run_1/met1.png
Scale bar: 50 um. Supply wires on this layer in grey.
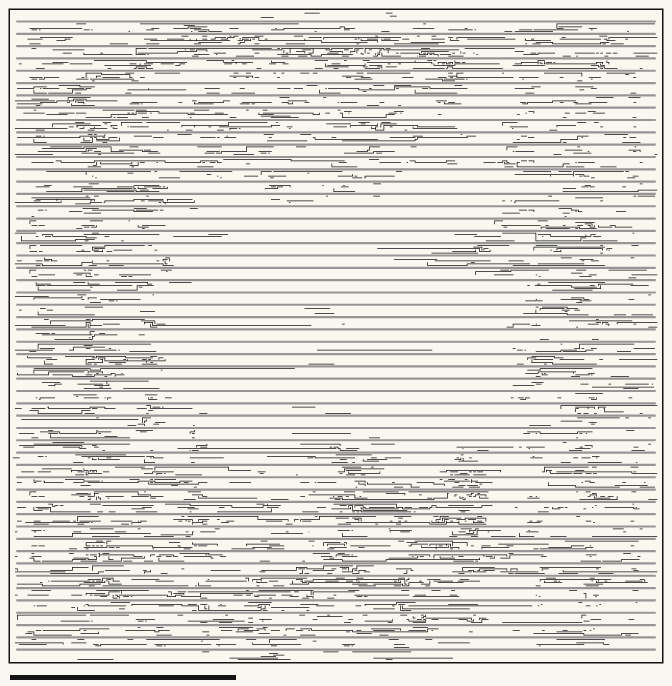
run_1/met2.png
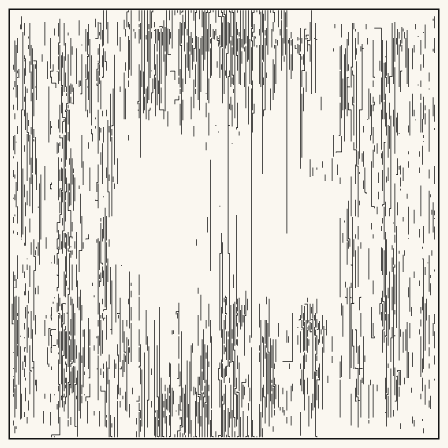
run_1/met3.png
Scale bar: 50 um. Cells faint in the background.
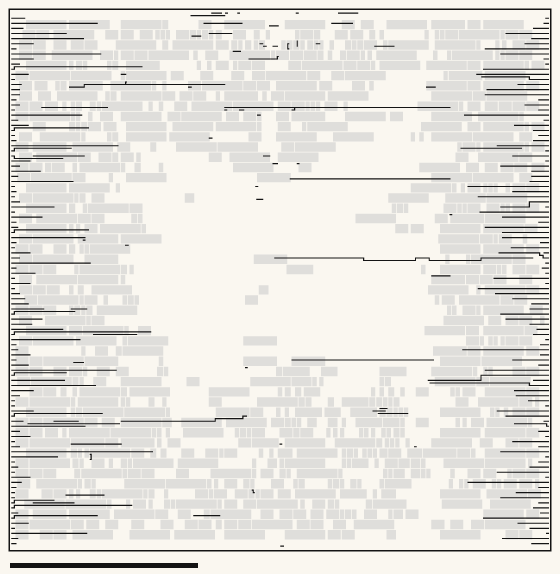
`config.mk`:
```
export PLATFORM = sky130hd
export DESIGN_NAME = m_dram_arbiter_flat
export DESIGN_NICKNAME = d
export VERILOG_FILES = /design/src/rtl/m_dram_arbiter_if.sv /design/src/rtl/m_dram_arbiter.sv /design/src/flat_wrapper.sv
export SDC_FILE = /design/constraint.sdc
export NUM_CORES = 1
export LEC_CHECK = 0
export ABC_AREA = 1
export CORE_UTILIZATION = 39
export DETAILED_ROUTE_END_ITERATION = 10
export HOLD_SLACK_MARGIN = 0.05
export PLACE_DENSITY = 0.8
export SETUP_SLACK_MARGIN = 0.15
export SYNTH_ARGS = -nofsm -noshare
export SYNTH_HDL_FRONTEND = slang
export SYNTH_SLANG_ARGS = --single-unit
```
`constraint.sdc`:
```
create_clock -name CLK -period 4.1 [get_ports CLK]
set_input_delay 0.82 -clock CLK [delete_from_list [all_inputs] [get_ports CLK]]
set_output_delay 0.82 -clock CLK [all_outputs]
set_load 0.01 [all_outputs]
```
`src/rtl/m_dram_arbiter_if.sv`:
```
// Bus bundles for the DRAM arbiter: the per-hart requester side and the
// single downstream controller port.
interface m_dram_req_if #(
  parameter int NPORT = 2
);
  logic [32*NPORT-1:0] w_req_addr;
  logic [32*NPORT-1:0] w_req_wdata;
  logic [3*NPORT-1:0]  w_req_ctrl;
  logic [NPORT-1:0]    w_req_we;
  logic [NPORT-1:0]    w_req_le;
  logic [32*NPORT-1:0] w_req_odata;
  logic [NPORT-1:0]    w_req_busy;

  modport master (
    output w_req_addr, w_req_wdata, w_req_ctrl, w_req_we, w_req_le,
    input  w_req_odata, w_req_busy
  );
  modport slave (
    input  w_req_addr, w_req_wdata, w_req_ctrl, w_req_we, w_req_le,
    output w_req_odata, w_req_busy
  );
endinterface

interface m_dram_mem_if;
  logic [31:0] w_dram_addr;
  logic [31:0] w_dram_wdata;
  logic [2:0]  w_dram_ctrl;
  logic        w_dram_we_t;
  logic        w_dram_le;
  logic [31:0] w_dram_odata;
  logic        w_dram_busy;

  modport master (
    output w_dram_addr, w_dram_wdata, w_dram_ctrl, w_dram_we_t, w_dram_le,
    input  w_dram_odata, w_dram_busy
  );
  modport slave (
    input  w_dram_addr, w_dram_wdata, w_dram_ctrl, w_dram_we_t, w_dram_le,
    output w_dram_odata, w_dram_busy
  );
endinterface

```
`src/rtl/m_dram_arbiter.sv`:
```
// Round-robin arbiter sharing one DRAM controller port between NPORT harts;
// one latched request per hart, one downstream transaction at a time.
module m_dram_arbiter #(
  parameter int NPORT = 2,
  parameter int PW    = 3
) (
  input  logic          CLK,
  input  logic          RST_X,
  m_dram_req_if.slave   req,
  m_dram_mem_if.master  dram,
  output logic [PW-1:0] w_grant,
  output logic          w_proto_err
);
  localparam int DATA_W = 32;
  localparam int CTRL_W = 3;

  localparam logic [1:0] S_IDLE  = 2'd0;
  localparam logic [1:0] S_ISSUE = 2'd1;
  localparam logic [1:0] S_WAIT  = 2'd2;
  localparam logic [1:0] S_DONE  = 2'd3;

  logic [1:0]        state;
  logic [NPORT-1:0]  pending;
  logic [PW-1:0]     last_grant;
  logic [PW-1:0]     grant;
  logic              proto_err;

  logic [DATA_W-1:0] lat_addr  [NPORT];
  logic [DATA_W-1:0] lat_wdata [NPORT];
  logic [CTRL_W-1:0] lat_ctrl  [NPORT];
  logic [NPORT-1:0]  lat_store;
  logic [DATA_W-1:0] odata     [NPORT];

  logic [NPORT-1:0]  pulse;
  logic [NPORT-1:0]  accept;
  logic [NPORT-1:0]  collide;
  logic [NPORT-1:0]  grant_oh;
  logic [PW-1:0]     pick;
  logic [DATA_W-1:0] sel_addr;
  logic [DATA_W-1:0] sel_wdata;
  logic [CTRL_W-1:0] sel_ctrl;
  logic              sel_store;

  // Walk the ports starting just after the last winner, wrapping at NPORT.
  function automatic logic [PW-1:0] rr_pick(input logic [NPORT-1:0] pend,
                                            input logic [PW-1:0]    last);
    logic [PW-1:0] idx;
    logic          found;
    logic          hit;
    rr_pick = last;
    found   = 1'b0;
    idx     = last;
    for (int k = 0; k < NPORT; k++) begin
      idx = (idx == PW'(NPORT-1)) ? '0 : idx + PW'(1);
      hit = 1'b0;
      for (int j = 0; j < NPORT; j++) begin
        if (idx == PW'(j)) hit = pend[j];
      end
      if (!found && hit) begin
        rr_pick = idx;
        found   = 1'b1;
      end
    end
  endfunction

  always_comb begin
    pulse          = req.w_req_we | req.w_req_le;
    accept         = pulse & ~pending;
    collide        = (pulse & pending) | (req.w_req_we & req.w_req_le);
    req.w_req_busy = pending | pulse;
    pick           = rr_pick(pending, last_grant);
    grant_oh       = '0;
    sel_addr       = '0;
    sel_wdata      = '0;
    sel_ctrl       = '0;
    sel_store      = 1'b0;
    req.w_req_odata = '0;
    for (int i = 0; i < NPORT; i++) begin
      grant_oh[i] = (grant == PW'(i));
      if (grant_oh[i]) begin
        sel_addr  = lat_addr[i];
        sel_wdata = lat_wdata[i];
        sel_ctrl  = lat_ctrl[i];
        sel_store = lat_store[i];
      end
      req.w_req_odata[i*DATA_W +: DATA_W] = odata[i];
    end
  end

  // Downstream bus is quiet while idle and holds the granted latch otherwise.
  always_comb begin
    dram.w_dram_addr  = '0;
    dram.w_dram_wdata = '0;
    dram.w_dram_ctrl  = '0;
    dram.w_dram_we_t  = 1'b0;
    dram.w_dram_le    = 1'b0;
    if (state != S_IDLE) begin
      dram.w_dram_addr  = sel_addr;
      dram.w_dram_wdata = sel_wdata;
      dram.w_dram_ctrl  = sel_ctrl;
    end
    if (state == S_ISSUE) begin
      dram.w_dram_we_t = sel_store;
      dram.w_dram_le   = ~sel_store;
    end
  end

  always_ff @(posedge CLK) begin
    if (!RST_X) begin
      state      <= S_IDLE;
      pending    <= '0;
      last_grant <= PW'(NPORT-1);
      grant      <= '0;
      proto_err  <= 1'b0;
    end else begin
      pending <= (pending & ~((state == S_DONE) ? grant_oh : '0)) | accept;
      if (|collide) proto_err <= 1'b1;
      case (state)
        S_IDLE: begin
          if (|pending) begin
            grant      <= pick;
            last_grant <= pick;
            state      <= S_ISSUE;
          end
        end
        S_ISSUE: state <= S_WAIT;
        S_WAIT:  if (!dram.w_dram_busy) state <= S_DONE;
        S_DONE:  state <= S_IDLE;
        default: state <= S_IDLE;
      endcase
    end
  end

  always_ff @(posedge CLK) begin
    if (!RST_X) begin
      for (int i = 0; i < NPORT; i++) odata[i] <= '0;
    end else if (state == S_DONE && !sel_store) begin
      for (int i = 0; i < NPORT; i++) begin
        if (grant_oh[i]) odata[i] <= dram.w_dram_odata;
      end
    end
  end

  // Request fields are captured only on an accepted pulse; store wins a we/le tie.
  always_ff @(posedge CLK) begin
    for (int i = 0; i < NPORT; i++) begin
      if (accept[i]) begin
        lat_addr[i]  <= req.w_req_addr[i*DATA_W +: DATA_W];
        lat_wdata[i] <= req.w_req_wdata[i*DATA_W +: DATA_W];
        lat_ctrl[i]  <= req.w_req_ctrl[i*CTRL_W +: CTRL_W];
        lat_store[i] <= req.w_req_we[i];
      end
    end
  end

  assign w_grant     = grant;
  assign w_proto_err = proto_err;
endmodule

```
`src/flat_wrapper.sv`:
```
// flat-port wrapper written by rule: the top's interface ports become plain ports
module m_dram_arbiter_flat 
#(
  parameter int NPORT = 2,
  parameter int PW    = 3
)
  (CLK, RST_X, w_grant, w_proto_err, req_w_req_addr, req_w_req_wdata, req_w_req_ctrl, req_w_req_we, req_w_req_le, req_w_req_odata, req_w_req_busy, dram_w_dram_addr, dram_w_dram_wdata, dram_w_dram_ctrl, dram_w_dram_we_t, dram_w_dram_le, dram_w_dram_odata, dram_w_dram_busy);
  m_dram_req_if #(.NPORT(NPORT)) req_i ();
  m_dram_mem_if dram_i ();
  input  logic CLK;
  input  logic RST_X;
  output logic [PW-1:0] w_grant;
  output logic w_proto_err;
  input wire logic [$bits(req_i.w_req_addr)-1:0] req_w_req_addr;
  input wire logic [$bits(req_i.w_req_wdata)-1:0] req_w_req_wdata;
  input wire logic [$bits(req_i.w_req_ctrl)-1:0] req_w_req_ctrl;
  input wire logic [$bits(req_i.w_req_we)-1:0] req_w_req_we;
  input wire logic [$bits(req_i.w_req_le)-1:0] req_w_req_le;
  output wire logic [$bits(req_i.w_req_odata)-1:0] req_w_req_odata;
  output wire logic [$bits(req_i.w_req_busy)-1:0] req_w_req_busy;
  output wire logic [$bits(dram_i.w_dram_addr)-1:0] dram_w_dram_addr;
  output wire logic [$bits(dram_i.w_dram_wdata)-1:0] dram_w_dram_wdata;
  output wire logic [$bits(dram_i.w_dram_ctrl)-1:0] dram_w_dram_ctrl;
  output wire logic [$bits(dram_i.w_dram_we_t)-1:0] dram_w_dram_we_t;
  output wire logic [$bits(dram_i.w_dram_le)-1:0] dram_w_dram_le;
  input wire logic [$bits(dram_i.w_dram_odata)-1:0] dram_w_dram_odata;
  input wire logic [$bits(dram_i.w_dram_busy)-1:0] dram_w_dram_busy;
  assign req_i.w_req_addr = req_w_req_addr;
  assign req_i.w_req_wdata = req_w_req_wdata;
  assign req_i.w_req_ctrl = req_w_req_ctrl;
  assign req_i.w_req_we = req_w_req_we;
  assign req_i.w_req_le = req_w_req_le;
  assign req_w_req_odata = req_i.w_req_odata;
  assign req_w_req_busy = req_i.w_req_busy;
  assign dram_w_dram_addr = dram_i.w_dram_addr;
  assign dram_w_dram_wdata = dram_i.w_dram_wdata;
  assign dram_w_dram_ctrl = dram_i.w_dram_ctrl;
  assign dram_w_dram_we_t = dram_i.w_dram_we_t;
  assign dram_w_dram_le = dram_i.w_dram_le;
  assign dram_i.w_dram_odata = dram_w_dram_odata;
  assign dram_i.w_dram_busy = dram_w_dram_busy;
  m_dram_arbiter #(.NPORT(NPORT), .PW(PW)) u_core (.CLK(CLK), .RST_X(RST_X), .req(req_i), .dram(dram_i), .w_grant(w_grant), .w_proto_err(w_proto_err));
endmodule
```
==> run notes, run 1 <==
### Clock network
- 209 — clock sink total
- 0 — Post-CTS Hold Fix Bufs
- 22 — clock buffers created by TritonCTS
- 0 — post-CTS setup-driven buffer insertion count

### Yosys
- 20 — Distinct lib cells used
- 585 — gate count of the mapped netlist
- 7860 sq um — post-synthesis instance area

### Hold path
- reg2reg — Tightest Hold Check Type
- 2 — Hold Crit Depth

### Finish
- sky130_fd_sc_hd__clkdlybuf4s50_1, sky130_fd_sc_hd__edfxtp_1, sky130_fd_sc_hd__nand2_1 — most instantiated logic cells after routing
- 11900 sq um — post-route cell area
- sky130_fd_sc_hd__clkdlybuf4s50_1 — most instantiated logic cell after routing
- 0.608 — Util after Layout
- 1501 — final-layout fill cell count
- 0.0534 — share of final-layout standard cells stronger than drive strength 1

### Floorplanning
- 312 — # IOs
- 19600 sq um — core box area
- 144 um — overall die width

### STA
- 275 MHz — achievable clock frequency
- 0 — final hold violations
- 0.971 ns — transition time at the pin with the least slew margin

### Worst setup path
- dram_w_dram_addr[4] — crit path to
- u_core.last_grant[2] — worst setup path start
- 3 — Critical path buffers and inverters
- 2.81 ns — arrival time at the worst endpoint
- 0.56 ns — delay contributed by the slowest stage of the critical path
- reg2out — Worst Path Class, Setup

### Global routing
- 0 — number of antenna violations at the first check in global routing
- 0 — total overflow reported by the global router

### Place
- 11200 sq um — Placed Instance Area
- 14400 um — DPL Wire Length

### Pwr
- 0.000489 V — largest vdd supply drop
- 0.00655 W — Total Power

### Route
- 5587 — number of vias in the routed layout
- 5 — first-pass iteration count of the detailed router

### Status
- finished clean — run status

About met1.png:
main direction: horizontal
nets with wire on the layer: 941

About met2.png:
main direction: vertical
share of all routed wire: 50%

About met3.png:
main direction: horizontal
wire length on this layer: 2250 um
longest straight run: 60.0 um

-- run 1: area by class of cell --
| type | count | area, sq um | area share |
|---|---|---|---|
| Inverter | 54 | 204 | 0.0171 |
| Clock inverter | 11 | 76.3 | 0.00641 |
| Multi-Input combinational cell | 294 | 1310 | 0.110 |
| Timing Repair Buffer | 320 | 3190 | 0.268 |
| Sequential cell | 209 | 6190 | 0.520 |
| Tap cell | 265 | 332 | 0.0279 |
| Clock buffer | 29 | 598 | 0.0503 |
-- run 1: power breakdown --
part           switching [W]  total (W)  internal, W  leakage, nW
logic                0.00109    0.00208     0.000990         2.10
registers          0.0000661    0.00261      0.00255         2.05
clock network       0.000767    0.00186      0.00109        0.330
-- run 1: layer usage --
layer  global-route usage  share of wire  up-vias
li1                     -              -     2626
met1                0.200           0.36     2619
met2                0.336           0.50      304
met3               0.0682           0.11       38
met4               0.0739          0.026        0
met5                    0              0        -
-- run 1: cells by family after synthesis --
kind of cell	count (synthesis)	share of synthesized area
simple gates	206	0.101
fa+ha+maj	5	0.00796
buf+inv	82	0.0493
flops	209	0.787
compound gates	83	0.0544
-- run 1: state kept, by name, indices dropped and copies added (netlist names) --
name,flops
u_core.lat_addr,64
u_core.lat_wdata,64
u_core.odata,64
u_core.lat_ctrl,6
u_core.last_grant,2
u_core.lat_store,2
u_core.pending,2
u_core.state,2
u_core.w_grant,2
u_core.w_proto_err,1
-- run 1: Yosys cell counts, drive strengths merged --
master	n	area, sq um
nand2	151	574
o211ai	2	15.0
clkbuf	5	18.8
nor3	3	20.0
inv	54	203
nand3	4	20.0
ha	5	62.6
dfxtp	9	180
edfxtp	200	6010
buf	23	166
o22ai	1	12.5
a21oi	72	360
nor2	48	183
o21ai	8	40.0
==> inputs of run 2 (changes only) <==
CORE_UTILIZATION = 35   (was 39)
PLACE_DENSITY = 0.73   (was 0.8)
run_2/met2.png
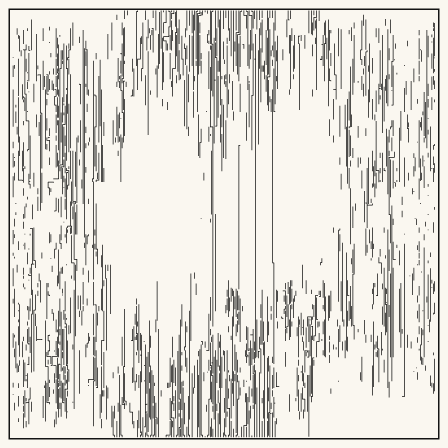
main direction: vertical
nets with wire on the layer: 907
wire length on this layer: 10100 um

run_2/met1.png
Scale bar: 50 um. Supply wires on this layer in grey.
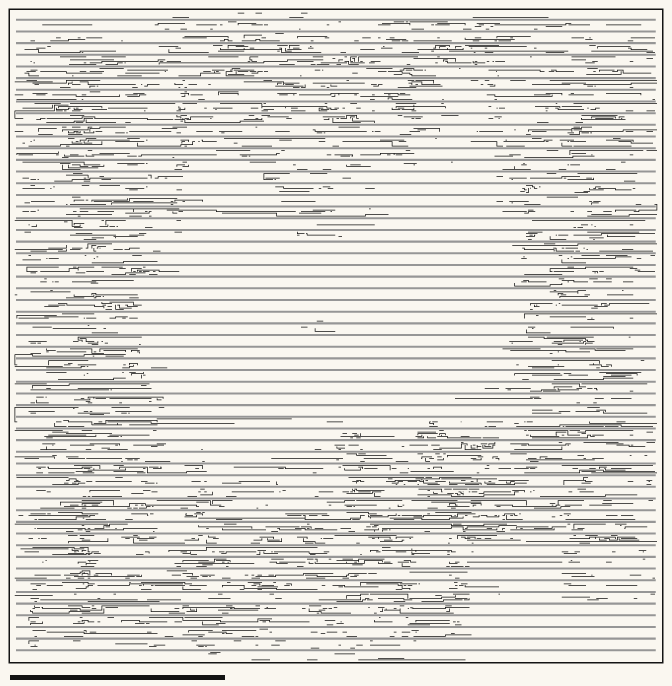
main direction: horizontal
share of all routed wire: 38%

==> run 2 against run 1 <==
Against the previous run: clock power is 8% higher; clock skew is essentially flat; wire length shrank 2.2%; combinational power hardly changed; die area is 11% higher; total power up 2.7%; register-to-register slack about the same; clock-buffer cell count increased by 2; via count fell by 0.70%; largest cell class unchanged; core utilization fell by 5.6 points; cell count up 1.9%; worst hold slack got worse by 0.0046 ns.
==> run notes, run 2 <==
### Status
- finished clean — run status

### Yosys
- 0.0544 — Complex Gates by Area, unchanged
- 585 — gate count of the mapped netlist, unchanged
- 0.00796 — Synth Area in Adders, unchanged
- sky130_fd_sc_hd__edfxtp_1 — post-synthesis cell type with the largest combined area
- 0.101 — basic-gate share of the synthesized area counting and, or, nand and nor cells, unchanged
- 200 — EDFF count, synth, unchanged
- sky130_fd_sc_hd__edfxtp_1, sky130_fd_sc_hd__nand2_1, sky130_fd_sc_hd__a21oi_1, sky130_fd_sc_hd__inv_1, sky130_fd_sc_hd__dfxtp_1 — Area contributors post-synth
- 0 — Multiplexer share, unchanged
- 7860 sq um — post-synthesis instance area, unchanged
- sky130_fd_sc_hd__edfxtp_1, sky130_fd_sc_hd__nand2_1, sky130_fd_sc_hd__a21oi_1 — most frequent cells after synthesis
- 0 — post-synthesis xor/xnor area fraction, unchanged
- 0.764 — Dominant cell area share, unchanged
- simple AND/OR/NAND/NOR gates — biggest combinational cell group after synthesis
- sky130_fd_sc_hd__edfxtp_1 — cell with the most instances after synthesis

### Route
- 4 — first-pass iteration count of the detailed router, -1

### Finish
- 12100 sq um — post-route cell area, +1.5%
- 0.552 — Util after Layout, -0.0559
- u_core.lat_addr: 64 flops, u_core.lat_wdata: 64 flops, u_core.odata: 64 flops — biggest regs
- sky130_fd_sc_hd__clkdlybuf4s50_1 — most instantiated logic cell after routing
- 0.0670 — share of final-layout standard cells stronger than drive strength 1, +0.0136

### Floorplanning
- 152 um — overall die width, +5.5%
- 312 — # IOs, unchanged

### Pwr
- 0.00200 W — clock group total power, +8%
- 0.00261 W — power in sequential cells, about the same
- 0.314 — part of the power in combinational logic, -0.004
- 0.000404 V — largest vdd supply drop, -17%
- 0.388 — sequential fraction of design power, -0.011
- 0.00192 W — Psw, about the same
- 0.00211 W — combinational power, about the same

### Worst setup path
- 3 — Critical path buffers and inverters, unchanged
- 2.83 ns — arrival time at the worst endpoint, +0.02 ns
- u_core.last_grant[2] — worst setup path start

### Place
- 14300 um — DPL Wire Length, -0.99%

### STA
- 274 MHz — achievable clock frequency, -0.57%
- 0 — final hold violations, unchanged
- 0.926 ns — transition time at the pin with the least slew margin, -0.0452 ns

### Clock network
- 0 — Post-CTS Hold Fix Bufs, unchanged
- 22 — clock buffers created by TritonCTS, unchanged

### Hold path
- reg2reg — Tightest Hold Check Type

### Global routing
- 0 — number of antenna violations at the first check in global routing, unchanged

run_2/final_clocks.png
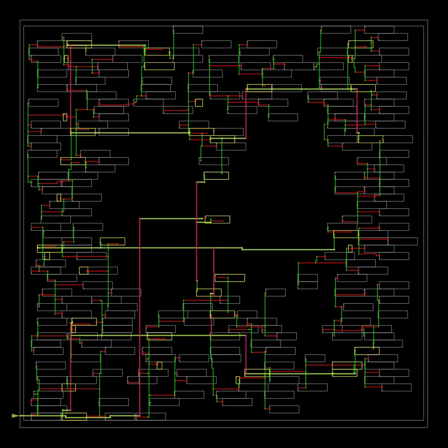
Clock Latency Late Sink: 0.50 ns
Seq cells: 209
Post-Route Skew: 0.0134 ns

==> run 2: cell count changes in the layout (fill, tap and decap cells not counted), moves of 2 or more <==
| cell | previous run | this run |
|---|---|---|
| sky130_fd_sc_hd__clkinv_1 | 6 | 0 |
| sky130_fd_sc_hd__buf_4 | 8 | 16 |
| sky130_fd_sc_hd__bufinv_16 | 1 | 3 |
| sky130_fd_sc_hd__buf_12 | 1 | 3 |
| sky130_fd_sc_hd__clkinv_2 | 4 | 2 |
==> run 2: path summary, 6_finish.rpt <==
check                                           end  slack (ns)  depth (start not counted)
worst max-delay path            dram_w_dram_addr[5]        0.45                          7
worst min-delay path             u_core.w_proto_err        0.49                          2
worst max register to register    u_core.w_grant[0]        1.98                          7
worst min register to register   u_core.w_proto_err        0.49                          2
==> run 2: area by class of cell <==
cell class              instances  area [sq um]
multi-input cells             294          1310
repair buffers                330          3290
well taps                     280           350
fillers                      1808          9810
inverters                      54           203
clock buffers                  31           616
clock inverters                 7           116
flip-flops and latches        209          6190
==> run 2: per-layer routing <==
layer  GRT usage  part of all wire
met4      0.0490             0.018
met3      0.0525             0.094
met2       0.303              0.51
met5           0                 0
met1       0.194              0.38
==> run 2: per-stage QoR <==
| step | total power [W] | instances |
|---|---|---|
| final | 0.00673 | 1205 |
| after global routing | 0.00706 | 1205 |
| after CTS | 0.00682 | 1205 |
| after detailed placement | 0.00480 | 1167 |
| after global placement | 0.00477 | 1167 |
| after floorplan | 0.00359 | 585 |
==> run 2: cells by family (layout without fill, tap and decap cells) <==
kind of cell / Yosys count / in the layout
DFF: 209 / 209
buffers and inverters: 82 / 422
and+or+nand+nor: 206 / 206
AOI/OAI and AO/OA: 83 / 83
adders and majority gates: 5 / 5
No activity file was given, so power comes from the tool's default toggle rates.
